Figure 1. Routing congestion (run 1).
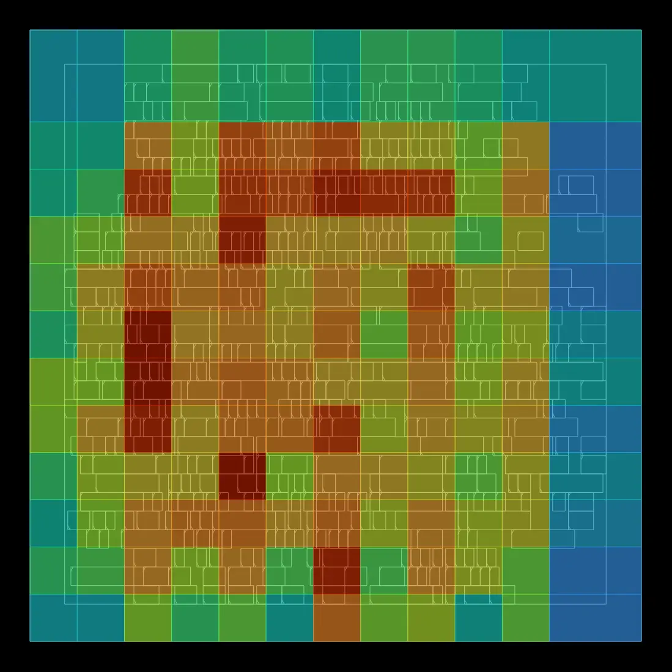
Figure 2. Placement by cell class (run 1).
Bar = 20 um.
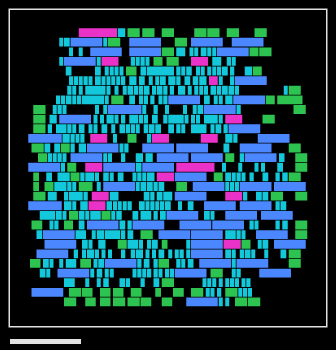
Figure 3. Register map, names as in the netlist (run 1).
Bar = 20 um. Other sequential cells in the stronger grey, the rest of the logic in the fainter grey.
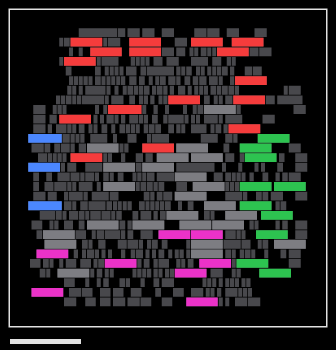
File: src/rtl/mem_bist_if.sv
// Command/response bus between the BIST controller and a 1K x 8 single-port memory.
interface mem_bist_if #(
    parameter int ADDR_W = 10,
    parameter int DATA_W = 8
);
    logic              mem_en;
    logic              mem_wr_rd;
    logic [ADDR_W-1:0] mem_addr;
    logic [DATA_W-1:0] mem_wr_data;
    logic [DATA_W-1:0] mem_rd_data;

    modport master (
        output mem_en,
        output mem_wr_rd,
        output mem_addr,
        output mem_wr_data,
        input  mem_rd_data
    );

    modport slave (
        input  mem_en,
        input  mem_wr_rd,
        input  mem_addr,
        input  mem_wr_data,
        output mem_rd_data
    );
endinterface

File: src/rtl/mem_bist_ctrl.sv
// Two-pass write/read-back memory self-test controller.
// Pass 0 writes P(a) = a ^ SEED then reads it back; pass 1 does the same with ~P(a).
// Read data is compared RD_LAT cycles after each read command via a tag pipeline.
module mem_bist_ctrl #(
    parameter int              ADDR_W = 10,
    parameter int              DATA_W = 8,
    parameter int              DEPTH  = 1024,
    parameter int              RD_LAT = 1,
    parameter logic [DATA_W-1:0] SEED = 'hA5,
    parameter int              CNT_W  = 16
) (
    input  logic              clk,
    input  logic              rst,
    input  logic              start,
    mem_bist_if.master        mem,
    output logic              busy,
    output logic              done,
    output logic              pass,
    output logic [CNT_W-1:0]  err_cnt,
    output logic [ADDR_W-1:0] fail_addr,
    output logic              fail_pass,
    output logic              fail_valid
);

    localparam int LAT_W = (RD_LAT > 1) ? $clog2(RD_LAT) : 1;

    typedef enum logic [2:0] {
        S_IDLE,
        S_W0,
        S_R0,
        S_DRAIN0,
        S_W1,
        S_R1,
        S_DRAIN1,
        S_DONE
    } state_t;

    state_t            state, state_nxt;
    logic [ADDR_W-1:0] addr_q;
    logic [LAT_W-1:0]  lat_q;
    logic              last_addr;
    logic              last_lat;
    logic              start_ok;
    logic              in_drain;

    logic              cmd_en;
    logic              cmd_wr;
    logic [ADDR_W-1:0] cmd_addr;
    logic [DATA_W-1:0] cmd_data;
    logic              rd_issue;
    logic              rd_pass;
    logic [DATA_W-1:0] exp_data;
    logic              busy_c;

    // Tag pipeline: one entry per outstanding read, output stage is RD_LAT-1
    logic              vld_p  [RD_LAT];
    logic [DATA_W-1:0] exp_p  [RD_LAT];
    logic [ADDR_W-1:0] addr_p [RD_LAT];
    logic              pass_p [RD_LAT];
    logic              mismatch;

    function automatic logic [DATA_W-1:0] pattern(input logic [ADDR_W-1:0] a);
        return DATA_W'(a) ^ SEED;
    endfunction

    function automatic logic [CNT_W-1:0] sat_inc(input logic [CNT_W-1:0] c);
        return (c == {CNT_W{1'b1}}) ? c : c + 1'b1;
    endfunction

    assign last_addr = (addr_q == ADDR_W'(DEPTH - 1));
    assign last_lat  = (lat_q == LAT_W'(RD_LAT - 1));
    assign start_ok  = start && ((state == S_IDLE) || (state == S_DONE));
    assign in_drain  = (state == S_DRAIN0) || (state == S_DRAIN1);

    // State register
    always_ff @(posedge clk or posedge rst) begin
        if (rst) state <= S_IDLE;
        else     state <= state_nxt;
    end

    // Next-state logic and memory command decode
    always_comb begin
        state_nxt = state;
        cmd_en    = 1'b0;
        cmd_wr    = 1'b0;
        cmd_addr  = '0;
        cmd_data  = '0;
        rd_issue  = 1'b0;
        rd_pass   = 1'b0;
        exp_data  = '0;
        busy_c    = 1'b0;
        case (state)
            S_IDLE, S_DONE: begin
                if (start) state_nxt = S_W0;
            end
            S_W0: begin
                busy_c   = 1'b1;
                cmd_en   = 1'b1;
                cmd_wr   = 1'b1;
                cmd_addr = addr_q;
                cmd_data = pattern(addr_q);
                if (last_addr) state_nxt = S_R0;
            end
            S_R0: begin
                busy_c   = 1'b1;
                cmd_en   = 1'b1;
                cmd_addr = addr_q;
                rd_issue = 1'b1;
                exp_data = pattern(addr_q);
                if (last_addr) state_nxt = S_DRAIN0;
            end
            S_DRAIN0: begin
                busy_c = 1'b1;
                if (last_lat) state_nxt = S_W1;
            end
            S_W1: begin
                busy_c   = 1'b1;
                cmd_en   = 1'b1;
                cmd_wr   = 1'b1;
                cmd_addr = addr_q;
                cmd_data = ~pattern(addr_q);
                if (last_addr) state_nxt = S_R1;
            end
            S_R1: begin
                busy_c   = 1'b1;
                cmd_en   = 1'b1;
                cmd_addr = addr_q;
                rd_issue = 1'b1;
                rd_pass  = 1'b1;
                exp_data = ~pattern(addr_q);
                if (last_addr) state_nxt = S_DRAIN1;
            end
            S_DRAIN1: begin
                busy_c = 1'b1;
                if (last_lat) state_nxt = S_DONE;
            end
            default: state_nxt = S_IDLE;
        endcase
    end

    assign mem.mem_en      = cmd_en;
    assign mem.mem_wr_rd   = cmd_wr;
    assign mem.mem_addr    = cmd_addr;
    assign mem.mem_wr_data = cmd_data;
    assign busy            = busy_c;
    assign done            = (state == S_DONE);
    // err_cnt saturates rather than wraps, so zero here really means no mismatches
    assign pass            = (state == S_DONE) && (err_cnt == '0);

    // Address counter walks 0..DEPTH-1 per phase; drain counter times the read drain
    always_ff @(posedge clk or posedge rst) begin
        if (rst) begin
            addr_q <= '0;
            lat_q  <= '0;
        end else if (start_ok) begin
            addr_q <= '0;
            lat_q  <= '0;
        end else begin
            if (cmd_en)   addr_q <= last_addr ? '0 : addr_q + 1'b1;
            if (in_drain) lat_q  <= last_lat ? '0 : lat_q + 1'b1;
        end
    end

    // Read tag pipeline, stage 0 loaded with the read issued this cycle
    always_ff @(posedge clk or posedge rst) begin
        if (rst) begin
            for (int i = 0; i < RD_LAT; i++) begin
                vld_p[i]  <= 1'b0;
                exp_p[i]  <= '0;
                addr_p[i] <= '0;
                pass_p[i] <= 1'b0;
            end
        end else begin
            vld_p[0]  <= rd_issue;
            exp_p[0]  <= exp_data;
            addr_p[0] <= addr_q;
            pass_p[0] <= rd_pass;
            for (int i = 1; i < RD_LAT; i++) begin
                vld_p[i]  <= vld_p[i-1];
                exp_p[i]  <= exp_p[i-1];
                addr_p[i] <= addr_p[i-1];
                pass_p[i] <= pass_p[i-1];
            end
        end
    end

    assign mismatch = vld_p[RD_LAT-1] && (mem.mem_rd_data != exp_p[RD_LAT-1]);

    // Error accounting: saturating count plus first-failure capture
    always_ff @(posedge clk or posedge rst) begin
        if (rst) begin
            err_cnt    <= '0;
            fail_addr  <= '0;
            fail_pass  <= 1'b0;
            fail_valid <= 1'b0;
        end else if (start_ok) begin
            err_cnt    <= '0;
            fail_addr  <= '0;
            fail_pass  <= 1'b0;
            fail_valid <= 1'b0;
        end else if (mismatch) begin
            err_cnt <= sat_inc(err_cnt);
            if (!fail_valid) begin
                fail_addr  <= addr_p[RD_LAT-1];
                fail_pass  <= pass_p[RD_LAT-1];
                fail_valid <= 1'b1;
            end
        end
    end

endmodule

File: src/flat_wrapper.sv
// flat-port wrapper written by rule: the top's interface ports become plain ports
module mem_bist_ctrl_flat 
#(
    parameter int              ADDR_W = 10,
    parameter int              DATA_W = 8,
    parameter int              DEPTH  = 1024,
    parameter int              RD_LAT = 1,
    parameter logic [DATA_W-1:0] SEED = 'hA5,
    parameter int              CNT_W  = 16
)
  (clk, rst, start, busy, done, pass, err_cnt, fail_addr, fail_pass, fail_valid, mem_mem_en, mem_mem_wr_rd, mem_mem_addr, mem_mem_wr_data, mem_mem_rd_data);
  mem_bist_if #(.ADDR_W(ADDR_W), .DATA_W(DATA_W)) mem_i ();
  input  logic clk;
  input  logic rst;
  input  logic start;
  output logic busy;
  output logic done;
  output logic pass;
  output logic [CNT_W-1:0] err_cnt;
  output logic [ADDR_W-1:0] fail_addr;
  output logic fail_pass;
  output logic fail_valid;
  output wire logic [$bits(mem_i.mem_en)-1:0] mem_mem_en;
  output wire logic [$bits(mem_i.mem_wr_rd)-1:0] mem_mem_wr_rd;
  output wire logic [$bits(mem_i.mem_addr)-1:0] mem_mem_addr;
  output wire logic [$bits(mem_i.mem_wr_data)-1:0] mem_mem_wr_data;
  input wire logic [$bits(mem_i.mem_rd_data)-1:0] mem_mem_rd_data;
  assign mem_mem_en = mem_i.mem_en;
  assign mem_mem_wr_rd = mem_i.mem_wr_rd;
  assign mem_mem_addr = mem_i.mem_addr;
  assign mem_mem_wr_data = mem_i.mem_wr_data;
  assign mem_i.mem_rd_data = mem_mem_rd_data;
  mem_bist_ctrl #(.ADDR_W(ADDR_W), .DATA_W(DATA_W), .DEPTH(DEPTH), .RD_LAT(RD_LAT), .SEED(SEED), .CNT_W(CNT_W)) u_core (.clk(clk), .rst(rst), .start(start), .mem(mem_i), .busy(busy), .done(done), .pass(pass), .err_cnt(err_cnt), .fail_addr(fail_addr), .fail_pass(fail_pass), .fail_valid(fail_valid));
endmodule
File: config.mk
export PLATFORM = sky130hd
export DESIGN_NAME = mem_bist_ctrl_flat
export DESIGN_NICKNAME = d
export VERILOG_FILES = /design/src/rtl/mem_bist_if.sv /design/src/rtl/mem_bist_ctrl.sv /design/src/flat_wrapper.sv
export SDC_FILE = /design/constraint.sdc
export NUM_CORES = 1
export LEC_CHECK = 0
export ABC_AREA = 1
export CAP_MARGIN = 20
export CORE_MARGIN = 5
export CORE_UTILIZATION = 52
export DETAILED_ROUTE_END_ITERATION = 8
export HOLD_SLACK_MARGIN = 0.02
export PLACE_DENSITY = 0.8
export RECOVER_POWER = 25
export SETUP_SLACK_MARGIN = 0.05
export SYNTH_ARGS = -nofsm -noshare
export SYNTH_HDL_FRONTEND = slang
export SYNTH_SLANG_ARGS = --single-unit
File: constraint.sdc
create_clock -name clk -period 2.6 [get_ports clk]
set_input_delay 0.78 -clock clk [delete_from_list [all_inputs] [get_ports clk]]
set_output_delay 0.78 -clock clk [all_outputs]
set_load 0.01 [all_outputs]
==> reports/metrics.csv, run 1 <==
stage;metric;value;unit
worst_setup_path;data arrival time of the critical path;1810;ps
synthesis;Syn Area/Cell;7.355;um2
synthesis;EDFF count, synth;0;
synthesis;warning count from the yosys run;0;
placement;gp weighted congestion;0.9168;
synthesis;Async SR Flop Fraction;1.000;
clock_network;H-tree level count;3;
power_and_ir_drop;power per standard cell area;1003;nW/um2
timing;number of failing hold endpoints at the final stage;0;
timing;worst hold slack across all endpoints;435.0;ps
grt;vias in the first global route;3060;
worst_setup_path;element type at the critical path start;register;
synthesis;Netlist cell types;32;
placement;Post-DP HPWL;5944;um
floorplan;width of the die;89.34;um
floorplan;chip area;7981;um2
grt;combined global-route utilization of all metal layers;0.2301;
timing;transition time at the pin with the least slew margin;618.3;ps
detailed_routing;detailed-routing iteration count for the pre-antenna-repair pass;6;
finish;layout cell share with drive strength beyond 1;0.1172;
floorplan;Vert. Die Dim;89.34;um
finish;combinational gate area;1539;um2
floorplan;FP Core Util;0.5245;
power_and_ir_drop;Pwr Total;4.327;mW
clock_network;total clock sinks;61;
grt;initial antenna violation count;0;
finish;leading cell types in the layout, fill and taps excluded;nand2_1, dfrtp_1, nor2_1, inv_1, nand3_1;
detailed_routing;number of DRC violations after detailed routing;0;
clock_network;clock transition at the registers of the reported paths;70;ps
synthesis;summed instance area of the synthesized netlist;3273;um2
clock_network;clock buffers created by TritonCTS;9;
placement;worst setup slack after placement;123.7;ps
clock_network;cts hold-fix bufs;0;
timing;setup repair after global routing missed its margin;true;
power_and_ir_drop;cell internal power dissipation;2.595;mW
placement;Port Buf Inserts;61;
timing;final setup slack of the worst path;7.821;ps
detailed_routing;number of violations reported at the end of detailed-routing iteration 0;198;
finish;final layout net count;540;
detailed_routing;number of vias per cell;5.345;
synthesis;yosys stat area;3273;um2
grt;first-pass GRT wire length;14240;um
clock_network;library cell used as clock root buffer;clkbuf_8;
timing;Setup Viol. Count Final;0;
finish;antenna diode instance count;0;
finish;highest-count logic cell in the final layout;nand2_1;
worst_setup_path;critical path type;register to primary output;
timing;final count of pins violating max slew;0;
synthesis;Post-Synthesis Cells;445;
worst_setup_path;peak fanout along the critical path;6;
clock_network;source-to-sink clock delay at the later pin of the worst-skew pair;340;ps
synthesis;Synth Register Bits;61;
placement;post-detailed-placement cell area;4040;um2
run;tally of OpenROAD warnings;29;
power_and_ir_drop;Switch Pwr;1.732;mW
worst_setup_path;Worst Setup End Kind;primary output;
detailed_routing;total via count after detailed routing;3239;
timing;worst-case clock skew;10.03;ps
synthesis;leading register cell type out of synthesis;dfrtp_1;
power_and_ir_drop;combinational fraction of design power;0.455;
power_and_ir_drop;maximum resistive drop on vdd;0.9338;mV
min_path;Hold Path Class;register to register;
grt;total congestion overflow after global routing;0;
clock_network;CTS tree;built;
finish;P&R area growth vs syn;31.88;%
status;result of the run;complete, no violations;
run;tally of max-capacitance violations;0;
timing;worst slew slack as a fraction of its limit;0.5863;
finish;number of fillers in the final layout;514;
power_and_ir_drop;Leak Pwr;2.176;nW
synthesis;synthesized net count;460;
detailed_routing;post-DR wirelength/cell;14.18;um
grt;pin count of the biggest net entering global routing;62;
timing;minimum clock period after layout;2592;ps
synthesis;total cells reported by yosys after synthesis;445;
detailed_routing;Antenna Nets Post-Route;0;
synthesis;post-synthesis sequential area ratio;0.4664;
power_and_ir_drop;switching portion of total power;0.4003;
floorplan;boundary pin count;62;
power_and_ir_drop;part of the total power dissipated in the clock network;0.225;
worst_setup_path;Data required, critical path;1820;ps
timing;Setup TNS Final;0;ps
timing;achievable frequency;385.8;MHz
power_and_ir_drop;part of the power in registers;0.320;
detailed_routing;detailed-route wire length;8593;um
timing;final cycle utilization of the critical path;0.9970;
About Figure 1:
core utilization of the finished layout: 0.6917
met2 demand-to-capacity share in global routing: 0.3811
met3 global-route usage: 0.05438

About Figure 2:
Key: magenta = clock drivers and dummy loads [cells 15, share of their area 5.5%]; blue = flops [cells 61, share of their area 36%]; green = other buffers and delay cells [cells 80, share of their area 17%]; cyan = all other logic [cells 373, share of their area 41%]
final standard cell area without fillers: 4317 um2
sequential portion of the cell area: 0.3545
core region area: 6241 um2
FP Rows: 29

About Figure 3:
Key: blue = u_core.state [sequential cells 3]; green = u_core.fail_addr [sequential cells 10]; magenta = u_core.exp_p [sequential cells 8]; red = u_core.err_cnt [sequential cells 16]
FF+latch area: 1530 um2
Seq power: 1.38 mW

## run 1: power by group through the flow
stage	combinational [mW]	sequential, mW	clock, mW
after CTS	1.84	1.37	0.992
after global routing	2.18	1.41	1.03
after global placement	1.81	1.38	0
final	1.97	1.38	0.975
after detailed placement	1.86	1.39	0
after floorplan	1.05	1.37	0
## run 1: cell usage after synthesis (all sizes together) (5+ instances only)
cell	n	share of area
a21oi	5	0.0076
buf	7	0.013
dfrtp	61	0.47
inv	49	0.056
nand2	147	0.17
nand3	46	0.074
nand4	5	0.0096
nor2	58	0.068
nor3	9	0.017
o21ai	26	0.041
## run 1: per-stage QoR
stage                       util  instances
after floorplan                -        445
after global placement    0.6474        586
after detailed placement  0.6474        586
after CTS                 0.6866        603
after global routing      0.6917        606
final                     0.6917        606
## run 1: area by class of cell
cell class                      instances  area share
Timing Repair Buffer                   80      0.1693
Clock buffer                           12     0.03826
Sequential cell                        61      0.3545
Multi-Input combinational cell        323      0.3565
Clock inverter                          3     0.01565
Inverter                               50     0.04348
Tap cell                               77     0.02232
## run 1: layer usage
layer / track usage / wire length (um) / vias to the layer above
met2: 0.3811 / 4283 / 117
met5: 0 / 0 / -
li1: - / - / 1577
met3: 0.05438 / 554 / 8
met4: 0.06360 / 95 / 0
met1: 0.3029 / 3660 / 1537
## run 1: state kept, by name (all words and copies together) (netlist names)
| register | cells |
|---|---|
| u_core.state | 3 |
| u_core.fail_addr | 10 |
| u_core.err_cnt | 16 |
| u_core.addr_p | 10 |
| u_core.exp_p | 8 |
| u_core.fail_valid | 1 |
| u_core.fail_pass | 1 |
| u_core.vld_p | 1 |
| u_core.addr_q | 10 |
| u_core.pass_p | 1 |
## run 1: final timing paths
path | to | cells after the start | startpoint | slack (ps)
worst max-delay path | mem_mem_en | 7 | u_core.state[0]$_DFFE_PP0P_ | 8
worst min-delay path | u_core.addr_p[9]$_DFF_PP0_ | 0 | u_core.addr_q[9]$_DFFE_PP0P_ | 440
worst max register to register | u_core.state[0]$_DFFE_PP0P_ | 7 | u_core.addr_q[1]$_DFFE_PP0P_ | 450
worst min register to register | u_core.addr_p[9]$_DFF_PP0_ | 0 | u_core.addr_q[9]$_DFFE_PP0P_ | 440
max in group asynchronous | u_core.state[2]$_DFFE_PP0P_ | 3 | rst | 1490
min in group asynchronous | u_core.err_cnt[0]$_DFFE_PP0P_ | 3 | rst | 830
## run 1: worst max-delay path: stages (launching register included)
cell	delay [ps]
dfrtp_2	450
nor2_1	180
nand2_1	130
nand2_2	120
nor2_4	60
buf_6	130
inv_1	140
clkdlybuf4s15_1	260
## run 1: cell families (layout without fill, tap and decap cells)
kind of cell               count (synthesis)  in the layout  synth area share
DFF                                       61             61            0.4664
adders and majority gates                  4              4           0.01529
buffers and inverters                     61            145           0.07492
xor gates and xnor gates                   7              7           0.01873
and+or+nand+nor                          271            271            0.3547
AOI/OAI and AO/OA                         41             41           0.06995
## run 1: timing repair
| item | in CTS | in global routing |
|---|---|---|
| pin swaps | 1 | 1 |
| resized | 28 | 19 |
| setup buffers | 2 | 2 |
| endpoints found under the setup margin | 22 | 11 |
| endpoints found under the hold margin | 0 | 0 |
| gates cloned | 0 | 1 |
==> run 2, diff against run 1 <==
CORE_MARGIN = 4   (was 5)
Figure 4. Routed clock nets over the placement (run 2).
Bar = 20 um.
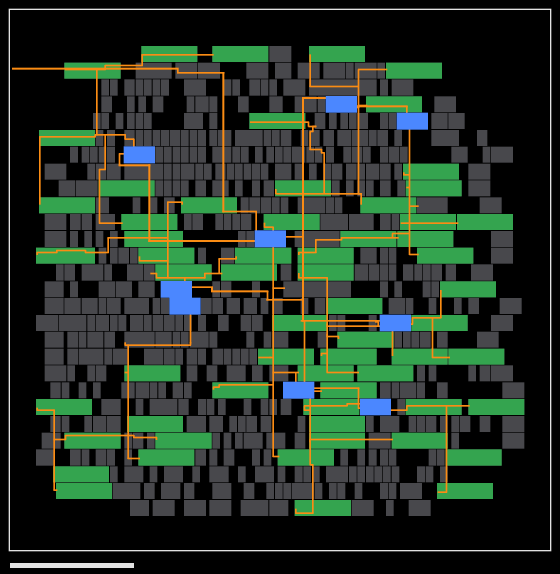
Key: green = flip-flops [count 61]; orange = clock wires [length 824 um]; blue = cells driving clock nets [count 9]
There are 10 routed clock nets.
source-to-sink clock delay at the later pin of the worst-skew pair: 340 ps
worst-case clock skew: 6.194 ps
power of the clock network: 0.962 mW
part of the total power dissipated in the clock network: 0.222

==> reports/metrics.csv, run 2 <==
stage;metric;value;unit;change
finish;final layout net count;539;;-0.19%
grt;pin count of the biggest net entering global routing;62;;unchanged
worst_setup_path;capturing point of the worst reg2reg path;u_core.state[1]$_DFFE_PP0P_;;
timing;achievable frequency;395.8;MHz;+2.6%
synthesis;Area leader share;0.4664;;unchanged
timing;number of failing hold endpoints at the final stage;0;;unchanged
timing;transition time at the pin with the least slew margin;1346;ps;+727.5 ps
min_path;Hold Path Class;register to register;;
finish;number of flip-flops under the largest register name;16;;unchanged
worst_setup_path;critical path buffer and inverter count;3;;unchanged
clock_network;H-tree level count;3;;unchanged
synthesis;cell type with the largest total area after synthesis;dfrtp_1;;
grt;first-pass GRT wire length;14470;um;+1.6%
synthesis;yosys stat area;3273;um2;unchanged
detailed_routing;number of violations reported at the end of detailed-routing iteration 0;252;;+27%
timing;minimum clock period after layout;2526;ps;-65.96 ps
timing;worst hold slack across all endpoints;441.6;ps;+6.597 ps
synthesis;post-synthesis sequential area ratio;0.4664;;unchanged
synthesis;total cells reported by yosys after synthesis;445;;unchanged
power_and_ir_drop;Pwr Total;4.328;mW;about the same
synthesis;Post-Synthesis Cells;445;;unchanged
grt;combined global-route utilization of all metal layers;0.2423;;+0.01220
detailed_routing;detailed-route wire length;8775;um;+2.1%
worst_setup_path;Worst Setup End Kind;primary output;;
worst_setup_path;standard cell with the maximum stage delay on the critical path;dfrtp_1;;
clock_network;CTS tree;built;;
synthesis;synthesized net count;460;;unchanged
finish;layout cell share with drive strength beyond 1;0.1134;;-0.003781
grt;vias in the first global route;3055;;-0.16%
power_and_ir_drop;maximum resistive drop on vdd;0.9566;mV;+2.4%
finish;number of fillers in the final layout;513;;-0.19%
synthesis;warning count from the yosys run;0;;unchanged
clock_network;total clock sinks;61;;unchanged
worst_setup_path;crit path to;mem_mem_addr[2];;
worst_setup_path;WP depth;7;;unchanged
detailed_routing;number of vias per cell;5.409;;+1.2%
floorplan;FP Rows;28;;-3.4%
synthesis;leading cell types by count after synthesis;nand2_1, dfrtp_1, nor2_1;;
power_and_ir_drop;Leak Pwr;2.205;nW;+1.3%
worst_setup_path;worst reg2reg path startpoint;u_core.addr_q[0]$_DFFE_PP0P_;;
finish;Top reg by flops;u_core.err_cnt;;
status;result of the run;complete, no violations;;
synthesis;most common cell in the netlist;nand2_1;;
placement;Port Buf Inserts;61;;unchanged
floorplan;width of the die;87.34;um;-2.2%
floorplan;Vert. Die Dim;87.34;um;-2.2%
synthesis;EDFF count, synth;0;;unchanged
placement;Post-DP HPWL;6002;um;+0.97%
detailed_routing;post-DR wirelength/cell;14.53;um;+2.5%
worst_setup_path;element type at the critical path start;register;;
power_and_ir_drop;power per standard cell area;1005;nW/um2;+0.27%
Figure 5. Register map, names as in the netlist (run 2).
Bar = 20 um. Other sequential cells in the stronger grey, the rest of the logic in the fainter grey.
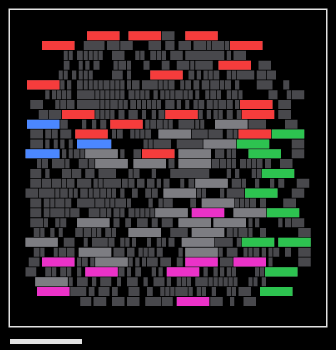
Key: magenta = u_core.exp_p [sequential cells 8]; red = u_core.err_cnt [sequential cells 16]; green = u_core.fail_addr [sequential cells 10]; blue = u_core.state [sequential cells 3]
Seq power: 1.40 mW
FF+latch area: 1529 um2
core utilization of the finished layout: 0.7145
sequential portion of the cell area: 0.3551

## run 2: cell count changes in the layout (fill, tap and decap cells not counted), moves of 2 or more
| cell | before | now |
|---|---|---|
| clkinv_2 | 0 | 2 |
| dlygate4sd2_1 | 15 | 17 |
| buf_4 | 17 | 14 |
| buf_2 | 0 | 2 |
| nor4_2 | 0 | 2 |
| clkbuf_2 | 4 | 2 |
| dlymetal6s2s_1 | 0 | 2 |
| clkdlybuf4s15_1 | 2 | 0 |
## run 2: layout make-up
| type | instances | area share |
|---|---|---|
| sequential | 61 | 0.3551 |
| clock inverter | 4 | 0.01627 |
| inverter | 50 | 0.04359 |
| timing repair buffer | 79 | 0.1697 |
| multi-input combinational | 323 | 0.3575 |
| clock buffer | 12 | 0.03604 |
| tap | 75 | 0.02180 |
## run 2: repair_timing
action / in CTS / in global routing
setup buffers: 1 / 2
pin swaps: 0 / 1
resized: 25 / 16
gates cloned: 0 / 1
setup endpoints to repair: 22 / 14
## run 2: through the flow
step | utilization | TNS (ps) | instances | instance area, um2
2_1_floorplan | - | 0 | 445 | 3273
3_3_place_gp | 0.6721 | 0 | 584 | 4050
3_5_place_dp | 0.6721 | 0 | 584 | 4050
4_1_cts | 0.7103 | -282.9 | 601 | 4280
5_1_grt | 0.7145 | 0 | 604 | 4305
6_report | 0.7145 | 0 | 604 | 4305
## run 2: power breakdown
group | total, mW | internal (mW) | switching, mW
Clock | 0.962 | 0.589 | 0.372
Sequential | 1.40 | 1.18 | 0.221
Combinational | 1.97 | 0.801 | 1.17
Total | 4.33 | 2.57 | 1.76
## run 2: cells by family after synthesis
logic type | share of synthesized area
buf+inv | 0.07492
flops | 0.4664
fa+ha+maj | 0.01529
xor+xnor | 0.01873
simple gates | 0.3547
compound gates | 0.06995
## run 2: routing by layer
metal | share of wire | global-route usage | routed length [um]
met5 | 0 | 0 | 0
met4 | 0.019 | 0.07950 | 164
met3 | 0.064 | 0.05771 | 558
met2 | 0.48 | 0.3836 | 4229
met1 | 0.44 | 0.3278 | 3823
## run 2: how the worst min path moves through the flow
stage,from,end,slack [ps]
final,u_core.addr_p[5]$_DFF_PP0_,u_core.fail_addr[5]$_DFFE_PP0P_,440
after CTS,u_core.addr_p[5]$_DFF_PP0_,u_core.fail_addr[5]$_DFFE_PP0P_,440
after global placement,u_core.pass_p$_DFF_PP0_,u_core.fail_pass$_DFFE_PP0P_,420
after detailed placement,u_core.addr_p[5]$_DFF_PP0_,u_core.fail_addr[5]$_DFFE_PP0P_,430
after floorplan,u_core.addr_q[2]$_DFFE_PP0P_,u_core.addr_p[2]$_DFF_PP0_,350
after global routing,u_core.addr_p[8]$_DFF_PP0_,u_core.fail_addr[8]$_DFFE_PP0P_,470
## run 2: worst reg2reg max path: cells and delay by family, from the launching register on
family          cells  cell delay (ps)
simple gates        6             1270
flops               1              480
fa+ha+maj           1              240
compound gates      1               70
==> run 3, diff against run 2 <==
PLACE_DENSITY = default   (was 0.8)
PLACE_DENSITY_LB_ADDON = 0.05   (was default)
SLEW_MARGIN = 10   (was default)
Figure 6. Register map, names as in the netlist (run 3).
Bar = 20 um. Other sequential cells in the stronger grey, the rest of the logic in the fainter grey.
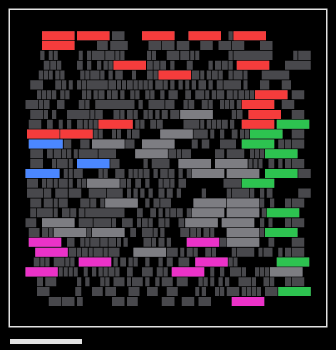
Key: red = u_core.err_cnt [sequential cells 16]; green = u_core.fail_addr [sequential cells 10]; magenta = u_core.exp_p [sequential cells 8]; blue = u_core.state [sequential cells 3]
Another 24 sequential cells are not coloured.
sequential portion of the cell area: 0.3518
core utilization of the finished layout: 0.7218
Seq power: 1.39 mW
FF+latch area: 1530 um2

==> reports/metrics.csv, run 3 <==
stage;metric;value;unit;change
synthesis;synthesized net count;460;;unchanged
floorplan;width of the die;87.34;um;unchanged
worst_setup_path;Worst Setup End Kind;primary output;;
worst_setup_path;worst reg2reg path startpoint;u_core.addr_q[1]$_DFFE_PP0P_;;
detailed_routing;number of violations reported at the end of detailed-routing iteration 0;254;;+0.79%
synthesis;Area leader share;0.4664;;unchanged
detailed_routing;number of vias per cell;5.302;;-2.0%
finish;Top reg by flops;u_core.err_cnt;;
floorplan;FP Rows;28;;unchanged
grt;vias in the first global route;3007;;-1.6%
timing;minimum clock period after layout;2510;ps;-16.19 ps
finish;final layout net count;540;;+0.19%
finish;layout cell share with drive strength beyond 1;0.1151;;+0.001673
min_path;Hold Path Class;register to register;;
power_and_ir_drop;Leak Pwr;2.205;nW;about the same
detailed_routing;detailed-route wire length;8419;um;-4.1%
worst_setup_path;standard cell with the maximum stage delay on the critical path;dfrtp_2;;
detailed_routing;wl on met1;3825;um;about the same
min_path;worst hold start;u_core.addr_q[9]$_DFFE_PP0P_;;
synthesis;total cells reported by yosys after synthesis;445;;unchanged
synthesis;post-synthesis sequential area ratio;0.4664;;unchanged
detailed_routing;Met2 Wirelength;3937;um;-6.9%
floorplan;Vert. Die Dim;87.34;um;unchanged
clock_network;total clock sinks;61;;unchanged
detailed_routing;highest metal layer with signal wires;met4;;
synthesis;EDFF count, synth;0;;unchanged
detailed_routing;Routed met3 length;563;um;+0.90%
timing;worst-case clock skew;11.76;ps;+5.564 ps
placement;cell count after placement;586;;+0.34%
worst_setup_path;element type at the critical path start;register;;
timing;Setup TNS Final;0;ps;unchanged
synthesis;leading cell types by count after synthesis;nand2_1, dfrtp_1, nor2_1;;
status;result of the run;complete, no violations;;
synthesis;yosys stat area;3273;um2;unchanged
grt;first-pass GRT wire length;14480;um;about the same
Figure 7. Routing congestion (run 3).
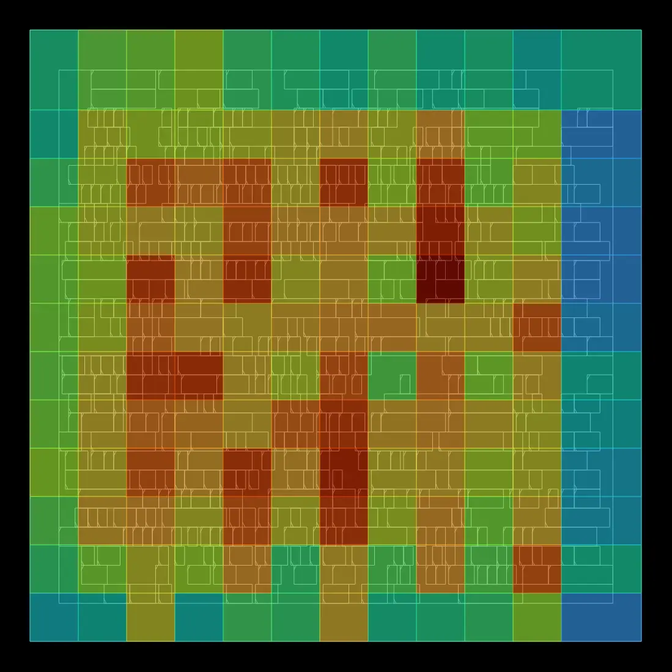
combined global-route utilization of all metal layers: 0.2453
met1 Resource Use GR: 0.3587
met2 demand-to-capacity share in global routing: 0.3664
met3 global-route usage: 0.03500
post-DR wirelength/cell: 13.92 um

[run 3: cell counts after synthesis]
Identical to the previous run, type by type.
[run 3: report_power, final]
group	switching (mW)	leakage [nW]	total, mW	internal, mW
combinational	1.16	1.27	1.95	0.793
clock	0.387	0.119	1.05	0.661
sequential	0.209	0.816	1.39	1.18
total	1.75	2.20	4.39	2.63
[run 3: path summary, 6_finish.rpt]
check	end	slack [ps]
worst min-delay path	u_core.addr_p[9]$_DFF_PP0_	430
worst max register to register	u_core.state[1]$_DFFE_PP0P_	380
worst min register to register	u_core.addr_p[9]$_DFF_PP0_	430
min in group asynchronous	u_core.err_cnt[5]$_DFFE_PP0P_	970
max in group asynchronous	u_core.state[2]$_DFFE_PP0P_	1320
worst max-delay path	mem_mem_en	90
[run 3: per-layer routing]
| metal | vias to the layer above | global-route usage |
|---|---|---|
| li1 | 1579 | - |
| met1 | 1493 | 0.3587 |
| met2 | 126 | 0.3664 |
| met3 | 10 | 0.03500 |
| met4 | 0 | 0.09763 |
| met5 | - | 0 |
[run 3: through the flow]
stage	power, mW	setup slack (ps)	util	instance area [um2]
after floorplan	2.427	307.0	-	3273
after global placement	3.211	104.9	0.6726	4053
after detailed placement	3.251	100.8	0.6726	4053
after CTS	4.324	85.88	0.7193	4334
after global routing	4.705	10.72	0.7218	4349
final	4.385	89.96	0.7218	4349
[run 3: final cells by class]
type | instances | area [um2] | share of cell area
well taps | 75 | 93.84 | 0.02158
clock inverters | 6 | 110.1 | 0.02532
flip-flops and latches | 61 | 1530 | 0.3518
inverters | 50 | 190.2 | 0.04373
repair buffers | 80 | 739.5 | 0.1700
clock buffers | 10 | 137.6 | 0.03165
multi-input cells | 323 | 1548 | 0.3559
[run 3: cell families (layout without fill, tap and decap cells)]
kind of cell,Yosys count,after routing,synth area share
AOI/OAI and AO/OA,41,41,0.06995
xor gates and xnor gates,7,7,0.01873
adders and majority gates,4,4,0.01529
buffers and inverters,61,146,0.07492
DFF,61,61,0.4664
and+or+nand+nor,271,271,0.3547
[run 3: repair_timing]
action / in CTS / in global routing
endpoints found under the setup margin: 21 / 16
pin swaps: 1 / 0
buffers inserted: 1 / 2
resized: 36 / 12
gates cloned: 0 / 0
Power figures rest on the tool's default switching activity, not on a simulated workload.
